==> config.mk <==
export PLATFORM = sky130hd
export DESIGN_NAME = wb_port_arbiter
export DESIGN_NICKNAME = d
export VERILOG_FILES = /design/src/rtl/wb_pkg.sv /design/src/rtl/wb_port_arbiter_rr_pick5.sv /design/src/rtl/wb_port_arbiter.sv
export SDC_FILE = /design/constraint.sdc
export NUM_CORES = 1
export LEC_CHECK = 0
export CAP_MARGIN = 10
export CORE_ASPECT_RATIO = 1.1
export CORE_UTILIZATION = 42
export DETAILED_ROUTE_END_ITERATION = 16
export GPL_TIMING_DRIVEN = 0
export PLACE_DENSITY = 0.87
export SYNTH_ARGS = -nofsm -noshare
export SYNTH_HDL_FRONTEND = slang
export SYNTH_SLANG_ARGS = --single-unit
==> constraint.sdc <==
create_clock -name clk -period 11.9 [get_ports clk]
set_input_delay 1.785 -clock clk [delete_from_list [all_inputs] [get_ports clk]]
set_output_delay 1.785 -clock clk [all_outputs]
set_load 0.03 [all_outputs]
==> src/rtl/wb_pkg.sv <==
// rtl/wb_pkg.sv - shared writeback-select codes and source constants
// Purpose: writeback-select encoding shared by the decoder, result mux and
//          the write-port arbiter.
// Contents: NSRC, SEL_SRC0..SEL_SRC4, src_to_sel(), slot state type.
package wb_pkg;

  localparam int NSRC = 5;

  localparam logic [2:0] SEL_SRC0 = 3'b000;  // ALU
  localparam logic [2:0] SEL_SRC1 = 3'b001;  // load unit
  localparam logic [2:0] SEL_SRC2 = 3'b011;  // PC+4
  localparam logic [2:0] SEL_SRC3 = 3'b010;  // immediate / LUI
  localparam logic [2:0] SEL_SRC4 = 3'b110;  // CSR

  typedef enum logic {
    SLOT_EMPTY = 1'b0,
    SLOT_FULL  = 1'b1
  } slot_state_t;

  function automatic logic [2:0] src_to_sel(input logic [2:0] idx);
    case (idx)
      3'd0:    return SEL_SRC0;
      3'd1:    return SEL_SRC1;
      3'd2:    return SEL_SRC2;
      3'd3:    return SEL_SRC3;
      3'd4:    return SEL_SRC4;
      default: return SEL_SRC0;
    endcase
  endfunction

endpackage

==> src/rtl/wb_port_arbiter_rr_pick5.sv <==
// rtl/wb_port_arbiter_rr_pick5.sv - combinational 5-way round-robin picker
// Purpose: picks the first set request at or after ptr, searching upward mod 5.
// Ports:
//   req   in  5  request vector
//   ptr   in  3  search start index (0..4)
//   grant out 5  one-hot winner, zero when no request
//   idx   out 3  winner index, 0 when no request
module rr_pick5 (
  input  logic [4:0] req,
  input  logic [2:0] ptr,
  output logic [4:0] grant,
  output logic [2:0] idx
);

  logic [3:0] sum;
  logic [2:0] cand;
  logic       found;

  always_comb begin
    grant = '0;
    idx   = '0;
    found = 1'b0;
    sum   = '0;
    cand  = '0;
    for (int i = 0; i < 5; i++) begin
      sum = {1'b0, ptr} + 4'(i);
      if (sum >= 4'd5) begin
        sum = sum - 4'd5;
      end
      cand = sum[2:0];
      if (!found && req[cand]) begin
        grant[cand] = 1'b1;
        idx         = cand;
        found       = 1'b1;
      end
    end
  end

endmodule

==> src/rtl/wb_port_arbiter.sv <==
// rtl/wb_port_arbiter.sv - round-robin arbiter for the register-file write port
// Purpose: grants one of five result sources per cycle into a one-entry
//          writeback slot that drives the register-file write port.
// Ports:
//   clk, rst_n           clock, asynchronous active-low reset
//   req_valid/rd/data    per-source write requests (packed, source 0 in LSBs)
//   req_ready            per-source accept, one-hot or zero
//   flush                synchronous slot clear
//   wb_valid/wb_ready    writeback slot handshake
//   wb_we                register-file write strobe
//   wb_rd/wb_data/wb_sel slot contents and result-mux select code
module wb_port_arbiter #(
  parameter int NSRC = 5,
  parameter int XLEN = 32
) (
  input  logic              clk,
  input  logic              rst_n,
  input  logic [NSRC-1:0]   req_valid,
  input  logic [NSRC*5-1:0] req_rd,
  input  logic [NSRC*XLEN-1:0] req_data,
  output logic [NSRC-1:0]   req_ready,
  input  logic              flush,
  output logic              wb_valid,
  input  logic              wb_ready,
  output logic              wb_we,
  output logic [4:0]        wb_rd,
  output logic [XLEN-1:0]   wb_data,
  output logic [2:0]        wb_sel
);

  import wb_pkg::*;

  slot_state_t state, state_nx;

  logic [2:0]      rr_ptr;
  logic [2:0]      win_idx;
  logic [NSRC-1:0] win_oh;
  logic [4:0]      win_rd;
  logic [XLEN-1:0] win_data;
  logic            slot_free;
  logic            grant;
  logic            load;

  rr_pick5 u_pick (
    .req   (req_valid),
    .ptr   (rr_ptr),
    .grant (win_oh),
    .idx   (win_idx)
  );

  always_comb begin
    win_rd   = '0;
    win_data = '0;
    for (int i = 0; i < NSRC; i++) begin
      if (win_oh[i]) begin
        win_rd   = req_rd[i*5 +: 5];
        win_data = req_data[i*XLEN +: XLEN];
      end
    end
  end

  assign wb_valid  = (state == SLOT_FULL);
  assign wb_we     = wb_valid & wb_ready;
  assign slot_free = !wb_valid | wb_ready;
  // rst_n gates the grant so req_ready stays low while reset is held.
  assign grant     = rst_n & slot_free & !flush & (|req_valid);
  assign req_ready = grant ? win_oh : '0;
  // An x0 grant is accepted but never occupies the slot.
  assign load      = grant & (win_rd != 5'd0);

  always_ff @(posedge clk or negedge rst_n) begin
    if (!rst_n) begin
      state <= SLOT_EMPTY;
    end else begin
      state <= state_nx;
    end
  end

  always_comb begin
    state_nx = state;
    if (flush) begin
      state_nx = SLOT_EMPTY;
    end else if (load) begin
      state_nx = SLOT_FULL;
    end else if (wb_we) begin
      state_nx = SLOT_EMPTY;
    end
  end

  always_ff @(posedge clk or negedge rst_n) begin
    if (!rst_n) begin
      wb_rd   <= '0;
      wb_data <= '0;
      wb_sel  <= SEL_SRC0;
      rr_ptr  <= '0;
    end else begin
      if (load) begin
        wb_rd   <= win_rd;
        wb_data <= win_data;
        wb_sel  <= src_to_sel(win_idx);
      end
      if (grant) begin
        rr_ptr <= (win_idx == 3'd4) ? 3'd0 : win_idx + 3'd1;
      end
    end
  end

endmodule
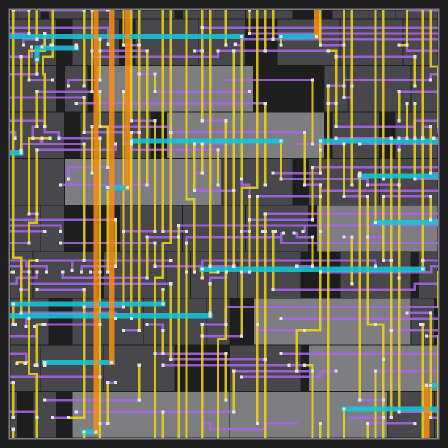
Figure 1: run 1, zoomed window.
Window x 12 to 37, y 68 to 93 µm. Cells in grey, sequential cells in the stronger grey; small squares are vias.
layer	colour
met2	yellow
met1	purple
met3	cyan
met4	orange
sequential cells in the window	8
most frequent	clkdlybuf4s50_1 (14), dfrtp_1 (8), mux2_2 (7)
cells with their middle in the window	50
netlist names of flops here include	wb_data (7), wb_rd (1)

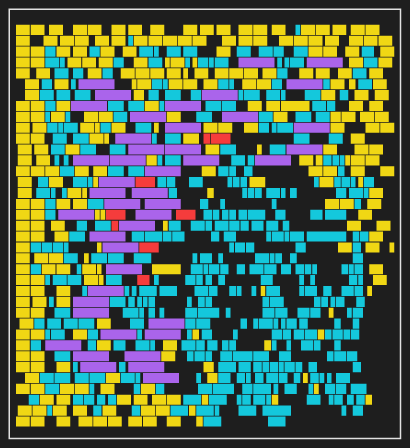
Figure 2: run 1, cell classes on the final placement.
(4 px per µm)
class	colour	cells	share of their area
clock drivers and dummy loads	red	8	1.3%
other buffers and delay cells	yellow	281	39%
all other logic	cyan	395	43%
flops	purple	44	16%

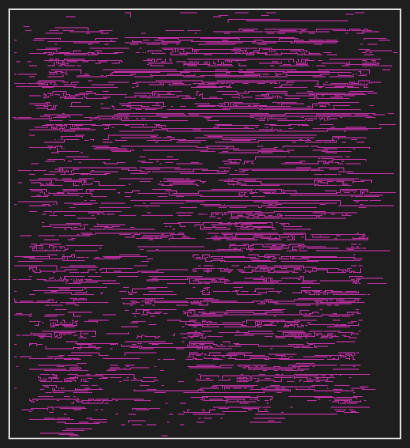
Figure 3: run 1, met1 routing.
(4 px per µm)
share of all routed wire	39%
wire length on this layer	7390 µm
main direction	horizontal
longest straight run	68.5 µm

==> results.json, run 1 <==
{
  "synthAoiAreaFrac_pct": 33.82,
  "maxSlewViolCount": 0,
  "ctsLongestPathBuffers": 2,
  "clk_pin_slew_ps": 80,
  "design.seq.count": 44,
  "slowest_stage": "a2111oi_0",
  "std_cell_rows": 37,
  "grt_max_degree": 42,
  "worst_pin_slew_ps": 935.1,
  "layout_top_cell": "clkdlybuf4s50_1",
  "ys_types": 72,
  "cts_tree": "yes",
  "post_cts_buffers": 0,
  "critical_path.max_fanout": 10,
  "fmax_mhz": 127.2,
  "yosys_area_um2": 4207,
  "num_antenna_cells": 0,
  "status": "completed",
  "syn_inst": 481,
  "core_area_um2": 9537,
  "synth-main-ff-cell": "dfrtp_1",
  "crit_buf_inv": 6,
  "hp-start": "wb_data[25]",
  "ys_cells": 481,
  "dpl-instance-area_um2": 6740,
  "fin_hold_ws_ps": 498.3,
  "hold_depth": 1,
  "regArea_um2": 1101,
  "largest-register": "wb_data",
  "drive_gt1_share_pct": 9.890,
  "critPathMaxStageDelay_ps": 750,
  "simple_gate_share_pct": 15.79,
  "grt_pass1_vias": 5217,
  "synth_area_um2": 4207,
  "wl_per_cell_um": 22.41,
  "synth_top_area_share_pct": 26.17,
  "hold_viol": 0,
  "synth_area_per_cell_um2": 8.745,
  "ant_nets": 0,
  "place.gp.congestion": 0.9438,
  "buf_share_pct": 38.22,
  "area_leaders": "dfrtp_1 (26%), mux2_2 (8.3%), a222oi_1 (8.1%), a22oi_1 (6.2%), nand2_1 (5.2%)",
  "numSynthFlops": 44,
  "die_h_um": 107.0,
  "pin_count": 241,
  "fillers": 708,
  "clk_share_pct": 1.282,
  "fp_nets": 688,
  "required_ps": 10120,
  "synth-async-reset-ratio_pct": 100.0,
  "initCoreUtil_pct": 44.11,
  "yosys_warnings": 0,
  "portBuffers": 237,
  "n_tap_cell": 117,
  "chipWidth_um": 97.42,
  "viasPerCell": 6.356
}
run 1: synth_stat cells (3+ instances only):
cell       count
mux2i_1       11
dfrtp_1       44
a21oi_1       15
inv_1         16
o22ai_1        6
nor3_1         6
buf_4          5
nand3_1       10
a211oi_1       4
nand4_1        8
nor2b_1        3
nor2_1        16
clkbuf_1      23
nand2b_1      10
a211o_1        5
o2bb2ai_1      4
o21ai_0       20
nand2_1       58
ha_1          12
o211ai_1       5
and2_1         9
a221o_1        5
a21o_1         3
mux2_2        31
a22oi_1       35
o21a_1         3
mux2_1         5
a222oi_1      34
a31oi_1        6
xnor2_1        4
o31ai_1        7
buf_2         10
run 1: metrics by stage:
step / setup slack [ps]
2_1_floorplan: 5660
4_1_cts: 3923
3_5_place_dp: 3961
5_1_grt: 3858
6_report: 4037
3_3_place_gp: 3959
run 1: worst max path at each step:
stage / from / to / slack [ps] / depth (start not counted)
4_1_cts: req_valid[2] / req_ready[0] / 3920 / 12
6_report: req_valid[2] / req_ready[0] / 4040 / 13
2_1_floorplan: req_valid[1] / req_ready[0] / 5660 / 11
3_3_place_gp: req_valid[2] / req_ready[0] / 3960 / 12
5_1_grt: req_valid[2] / req_ready[0] / 3860 / 13
3_5_place_dp: req_valid[2] / req_ready[0] / 3960 / 12
run 1: worst reg2reg max path, delay by kind of cell (launching register included):
kind / cells / cell delay, ps
AOI/OAI and AO/OA: 6 / 2490
buffers and inverters: 4 / 1070
and+or+nand+nor: 4 / 790
adders and majority gates: 2 / 730
DFF: 1 / 460
muxes: 1 / 320
run 1: layer usage:
layer	global-route usage, %	vias up	wire length (µm)
li1	-	2402	-
met1	44.24	2587	7393
met2	58.74	340	9242
met3	7.106	42	1632
met4	12.29	0	671
met5	0	-	0
Figure 4. Drive-strength map (run 1).
(4 px per µm)
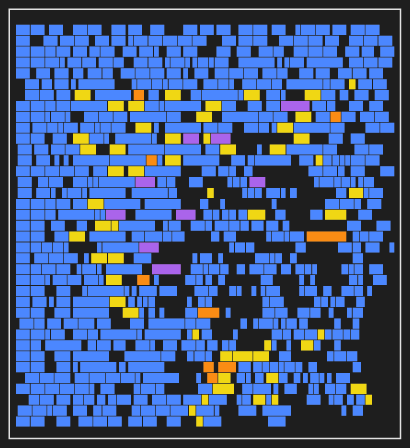

==> inputs of run 2 (changes only) <==
--- a/config.mk
+++ b/config.mk
@@ -7,10 +7,10 @@
 export LEC_CHECK = 0
 export CAP_MARGIN = 10
 export CORE_ASPECT_RATIO = 1.1
-export CORE_UTILIZATION = 42
+export CORE_UTILIZATION = 39
 export DETAILED_ROUTE_END_ITERATION = 16
 export GPL_TIMING_DRIVEN = 0
-export PLACE_DENSITY = 0.87
+export PLACE_DENSITY = 0.82
 export SYNTH_ARGS = -nofsm -noshare
 export SYNTH_HDL_FRONTEND = slang
 export SYNTH_SLANG_ARGS = --single-unit
==> constraint.sdc (replaced) <==
create_clock -name clk -period 7.3 [get_ports clk]
set_input_delay 1.095 -clock clk [delete_from_list [all_inputs] [get_ports clk]]
set_output_delay 1.095 -clock clk [all_outputs]
set_load 0.03 [all_outputs]
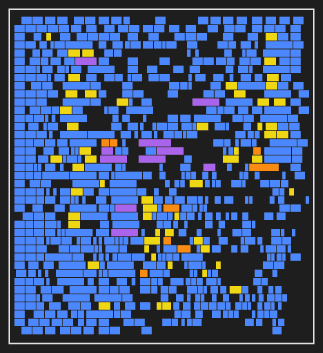
Figure 5: run 2, drive-strength map.
(3 px per µm)
size	colour	cells
drive 6 and up	purple	10
drive 2	yellow	54
drive 1 or less	blue	655
drive 3 to 4	orange	8
Final WS setup: 509.5 ps
post-route cell area: 6943 µm²
Area Overhead vs Synth: 65.05%
Non-clk bufs: 280

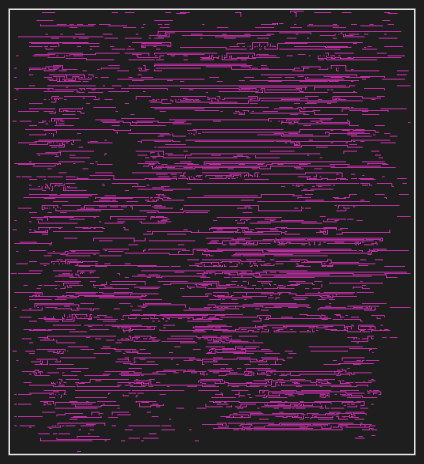
Figure 6: run 2, met1 routing.
(4 px per µm)
main direction	horizontal
longest straight run	60.7 µm
wirelength, routed: 19440 µm
via count: 5332
met1 Use GR: 41.47%

==> results.json, run 2 <==
{
  "dpl-instance-area_um2": 6773,
  "synth_top_cell_by_count": "nand2_1",
  "drc_errors": 0,
  "dieArea_um2": 11210,
  "wl_per_cell_um": 22.29,
  "postCtsHoldBufs": 0,
  "post_cts_buffers": 0,
  "warning_count": 34,
  "synth_area_per_cell_um2": 8.745,
  "largest-register": "wb_data",
  "routed.top_layer": "met5",
  "dp_hpwl_um": 16030,
  "slowest_stage": "clkdlybuf4s50_1",
  "ant_nets": 0,
  "grt_setup_unrepaired": "no",
  "yosys-top-cells-count": "nand2_1 (58), dfrtp_1 (44), a22oi_1 (35)",
  "final_cell_mix": "clkdlybuf4s50_1 (236), nand2_1 (58), dfrtp_1 (44), a22oi_1 (35), a222oi_1 (34)",
  "critPathMaxStageDelay_ps": 680,
  "postSynthSeqShare_pct": 26.17,
  "relSlewSlack_pct": 18.14,
  "layout_top_cell": "clkdlybuf4s50_1",
  "fmax_mhz": 147.3,
  "portBuffers": 237,
  "worst_pin_slew_ps": 1197,
  "initCoreUtil_pct": 40.28,
  "dr_wl_met3_um": 1795,
  "viasPerCell": 6.115,
  "synth-async-reset-ratio_pct": 100.0,
  "min_path_type": "flop to flop",
  "hold_viol": 0,
  "instances_no_fill": 872,
  "htreeDepth": 2,
  "std_cell_rows": 39,
  "cts_root_buf": "clkbuf_16",
  "yosys_warnings": 0,
  "numSynthFlops": 44,
  "route.met2.wl_um": 9613,
  "fin_skew_ps": 5.183,
  "grt_max_degree": 31,
  "grt_busiest_layer": "met2",
  "cts.sinks": 44,
  "grt_overflow": 0,
  "drv_cap": 0,
  "finalSetupViolations": 0,
  "fin_crit_ps": 6791,
  "largest_reg_flops": 32,
  "fin_hold_ws_ps": 501.6,
  "fin_util_pct": 66.49,
  "synth_top_area_share_pct": 26.17,
  "required_ps": 6200,
  "place.gp.congestion": 0.9922,
  "maxSlewViolCount": 0,
  "die_h_um": 110.9,
  "drt_iter0_drc": 476,
  "finalClockPeriodUsage_pct": 93.02,
  "fillers": 881,
  "dp_slack_ps": 739.0,
  "cts_resized": 0,
  "firstDrtPassIters": 9,
  "met1Wirelength_um": 7462,
  "synth-main-ff-cell": "dfrtp_1",
  "clk_pin_slew_ps": 60,
  "area_leaders": "dfrtp_1 (26%), mux2_2 (8.3%), a222oi_1 (8.1%), a22oi_1 (6.2%), nand2_1 (5.2%)",
  "top_regs": "wb_data x32, wb_rd x5",
  "setup_tns_ps": 0,
  "chipWidth_um": 101.0,
  "use_met3_pct": 8.890,
  "ys_cells": 481,
  "critPathCaptureType": "primary output",
  "dp.cells": 862,
  "criticalPathCategory": "flop to primary output",
  "crit_arrival_ps": 5700,
  "syn_inst": 481,
  "globalRouteTotalUtil_pct": 34.34,
  "core_area_um2": 10440,
  "ys_types": 72,
  "startpoint_type": "flop",
  "grt_pass1_wl_um": 28780,
  "synth_top_cell_by_area": "dfrtp_1",
  "drive_gt1_share_pct": 9.904,
  "nNetsFinal": 933,
  "status": "completed",
  "synth_area_um2": 4207,
  "grt_antenna_before_repair": 4,
  "crit_chain": "clkinv_1 -> ha_1 -> ha_1 -> clkbuf_1 -> nor2_1 -> a21oi_1 -> o211ai_1 -> a211o_1 -> and2_0 -> o21ai_0 -> o2bb2ai_1 -> clkbuf_2 -> clkbuf_1 -> and2_1 -> clkdlybuf4s50_1",
  "cts_tree": "yes",
  "critical_path.max_fanout": 10,
  "yosys_area_um2": 4207,
  "grt_pass1_vias": 5201,
  "fp_nets": 688,
  "pin_count": 241,
  "groute.layer.met2.usage_pct": 58.77,
  "numCtsBuffers": 5,
  "ctsLongestPathBuffers": 2,
  "synth-edff-count": 0,
  "clk_latency_ps": 280
}
## run 2: netlist changes by cell type in the layout (fill, tap and decap cells not counted), sizes merged
cell / change
clkinv: -2
diode: +2
bufinv: +1
## run 2: kinds of logic after synthesis
logic type,count (synthesis),share of synthesized area (%)
DFF,44,26.17
buffers and inverters,59,6.752
xor gates and xnor gates,4,0.8328
and+or+nand+nor,135,15.79
AOI/OAI and AO/OA,178,33.82
adders and majority gates,13,4.045
muxes,48,12.58
## run 2: cell type report
cell class	count	area [µm²]	share of cell area (%)
Multi-Input combinational cell	378	2821	40.64
Timing Repair Buffer	238	2387	34.38
Sequential cell	44	1101	15.86
Buffer	42	221.5	3.190
Tap cell	143	178.9	2.577
Clock buffer	6	128.9	1.856
Inverter	17	63.81	0.9191
Clock inverter	2	35.03	0.5046
Antenna cell	2	5.005	0.07209
## run 2: worst max-delay path: cells and delay by family, from the launching register on
kind	cells	cell delay (ps)
buf+inv	5	2140
compound gates	5	1500
fa+ha+maj	2	730
simple gates	3	580
flops	1	450
## run 2: worst paths after layout
check                            start      endpoint  slack, ps  depth (start not counted)
max in group asynchronous        rst_n   wb_data[17]       6050                          2
setup / recovery             rr_ptr[0]  req_ready[3]        510                         15
hold / removal             wb_data[23]   wb_data[23]        500                          1
min in group asynchronous        rst_n   wb_data[10]        750                          1
hold reg to reg            wb_data[23]   wb_data[23]        500                          1
setup reg to reg             rr_ptr[0]   wb_data[25]       1150                         17
Figure 7. Zoomed window (run 2).
Window x 13 to 38, y 71 to 96 µm. Cells in grey, sequential cells in the stronger grey; small squares are vias.
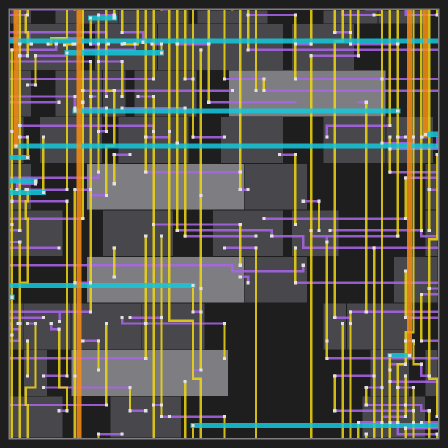

==> inputs of run 3 (changes only) <==
==> constraint.sdc (replaced) <==
create_clock -name clk -period 7.3 [get_ports clk]
set_input_delay 1.46 -clock clk [delete_from_list [all_inputs] [get_ports clk]]
set_output_delay 1.46 -clock clk [all_outputs]
set_load 0.03 [all_outputs]
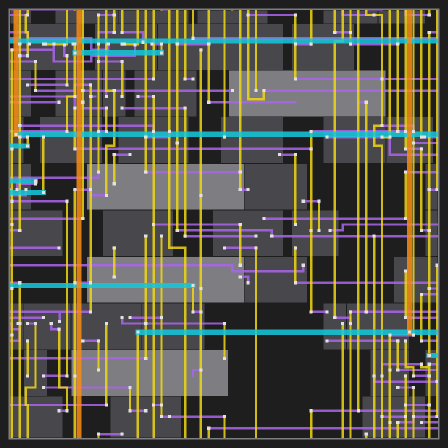
Figure 8: run 3, zoomed window.
Window x 13 to 38, y 71 to 96 µm. Cells in grey, sequential cells in the stronger grey; small squares are vias.
layer	colour
met3	cyan
met1	purple
met2	yellow
met4	orange
cells with their middle in the window	34
netlist names of flops here include	wb_data (4)
sequential cells in the window	4
most frequent	clkdlybuf4s50_1 (11), mux2_2 (6)

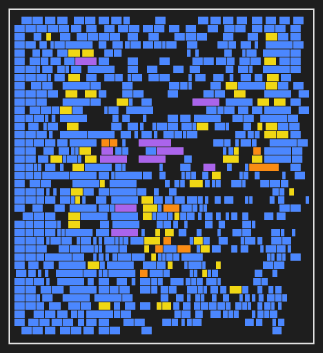
Figure 9: run 3, drive-strength map.
(3 px per µm)
size	colour	cells
drive 3 to 4	orange	9
drive 6 and up	purple	10
drive 1 or less	blue	652
drive 2	yellow	56

==> results.json, run 3 <==
{
  "status": "completed",
  "grt_busiest_layer": "met2",
  "dr_wl_met3_um": 1781,
  "grt_pass1_wl_um": 28780,
  "final_area_um2": 6953,
  "largest-register": "wb_data",
  "critPathCaptureType": "primary output",
  "clk_latency_ps": 280,
  "met1Wirelength_um": 7499,
  "synth-edff-count": 0,
  "drt_iter0_drc": 490,
  "grt_setup_unrepaired": "no",
  "fin_crit_ps": 7124,
  "grt_pass1_vias": 5201,
  "portBuffers": 237,
  "drc_errors": 0,
  "hold_viol": 0,
  "ff2ff_setup_slack_ps": 1270,
  "critical_path.max_fanout": 10,
  "hold_path_end": "wb_data[23]",
  "dpl-instance-area_um2": 6773,
  "fmax_mhz": 140.4,
  "pin_count": 241,
  "dp_hpwl_um": 16030,
  "final_cell_mix": "clkdlybuf4s50_1 (236), nand2_1 (58), dfrtp_1 (44), a22oi_1 (35), a222oi_1 (34)",
  "grt_max_degree": 31,
  "top_regs": "wb_data x32, wb_rd x5",
  "synth_top_cell_by_area": "dfrtp_1",
  "htreeDepth": 2,
  "dp.cells": 862,
  "startpoint_type": "primary input",
  "chipWidth_um": 101.0,
  "fin_skew_ps": 5.846,
  "cts.sinks": 44,
  "fin_util_pct": 66.58,
  "yosys_area_um2": 4207,
  "synth_top_area_share_pct": 26.17,
  "criticalPathCategory": "primary input to primary output",
  "nNetsFinal": 933,
  "setup_slack_ps": 176.3,
  "cts_tree": "yes",
  "reg2reg_to": "wb_data[25]",
  "required_ps": 5840,
  "grt_use_met1_pct": 41.47,
  "hold_depth": 1,
  "core_area_um2": 10440,
  "routed.top_layer": "met5",
  "grt_overflow": 0,
  "grt_antenna_before_repair": 4,
  "relSlewSlack_pct": 38.48,
  "globalRouteTotalUtil_pct": 34.34,
  "drt_wl_total_um": 19450,
  "fp_nets": 688,
  "fin_hold_ws_ps": 500.4,
  "clk_pin_slew_ps": 60,
  "drive_gt1_share_pct": 10.32,
  "initCoreUtil_pct": 40.28,
  "yosys_warnings": 0,
  "instances_no_fill": 872,
  "numCtsBuffers": 5,
  "worst_pin_slew_ps": 920.5,
  "ys_types": 72,
  "maxSlewViolCount": 0,
  "postCtsHoldBufs": 0,
  "vias": 5329,
  "ctsLongestPathBuffers": 2,
  "setup_tns_ps": 0,
  "dieArea_um2": 11210,
  "min_path_type": "flop to flop",
  "ys_cells": 481,
  "die_h_um": 110.9,
  "groute.layer.met2.usage_pct": 58.77,
  "place.gp.congestion": 0.9922,
  "r2r-start": "rr_ptr[1]",
  "finalSetupViolations": 0,
  "syn_inst": 481,
  "postSynthSeqShare_pct": 26.17,
  "warning_count": 34,
  "route.met2.wl_um": 9570,
  "synth-async-reset-ratio_pct": 100.0,
  "viasPerCell": 6.111,
  "ant_nets": 0,
  "layout_top_cell": "clkdlybuf4s50_1",
  "crit_arrival_ps": 5660,
  "use_met3_pct": 8.890,
  "synth_top_cell_by_count": "nand2_1",
  "largest_reg_flops": 32,
  "cts_root_buf": "clkbuf_16",
  "numSynthFlops": 44,
  "area_leaders": "dfrtp_1 (26%), mux2_2 (8.3%), a222oi_1 (8.1%), a22oi_1 (6.2%), nand2_1 (5.2%)",
  "wl_per_cell_um": 22.30,
  "synth_area_per_cell_um2": 8.745,
  "std_cell_rows": 39,
  "r2r.worst_path.cells": 18,
  "finalClockPeriodUsage_pct": 97.59,
  "hp-start": "wb_data[23]",
  "drv_cap": 0,
  "dp_slack_ps": 107.7,
  "synth_area_um2": 4207,
  "yosys-top-cells-count": "nand2_1 (58), dfrtp_1 (44), a22oi_1 (35)",
  "firstDrtPassIters": 9,
  "synth-main-ff-cell": "dfrtp_1",
  "area_growth_pct": 65.29
}
run 3: cell counts after synthesis:
No cell type changed its count.
run 3: critical path: stages:
cell and delay (ps):
clkdlybuf4s50_1 670, mux2i_1 120, inv_1 110, o31ai_1 90, a2111oi_1 860, nand4_1 230, a211oi_1 350, o32a_1 220
buf_2 280, clkbuf_1 400, and2_1 190, clkdlybuf4s50_1 670
run 3: kinds of logic (layout without fill, tap and decap cells):
logic type	Yosys count	count (layout)	synth area share, %
other	0	2	0
adders and majority gates	13	13	4.045
AOI/OAI and AO/OA	178	178	33.82
muxes	48	48	12.58
xor gates and xnor gates	4	4	0.8328
and+or+nand+nor	135	135	15.79
DFF	44	44	26.17
buffers and inverters	59	305	6.752
run 3: layout make-up:
class / instances / area (µm²)
inverters: 17 / 67.56
well taps: 143 / 178.9
repair buffers: 238 / 2387
clock buffers: 6 / 128.9
diodes: 2 / 5.005
plain buffers: 42 / 222.7
clock inverters: 2 / 35.03
fillers: 880 / 3490
multi-input cells: 378 / 2826
flip-flops and latches: 44 / 1101
run 3: how the worst max path moves through the flow:
stage | from | end | slack (ps) | cells past startpoint
floorplan | req_valid[1] | req_ready[0] | 1710 | 11
global placement | req_valid[2] | req_ready[0] | 160 | 12
detailed placement | req_valid[2] | req_ready[3] | 110 | 12
CTS | rr_ptr[0] | req_ready[3] | 60 | 15
global route | req_valid[2] | req_ready[0] | 20 | 12
finish | req_valid[2] | req_ready[0] | 180 | 12
run 3: repair_timing:
action / in CTS / in global routing
buffers inserted: 0 / 0
gates resized: 0 / 7
setup endpoints to repair: 0 / 3
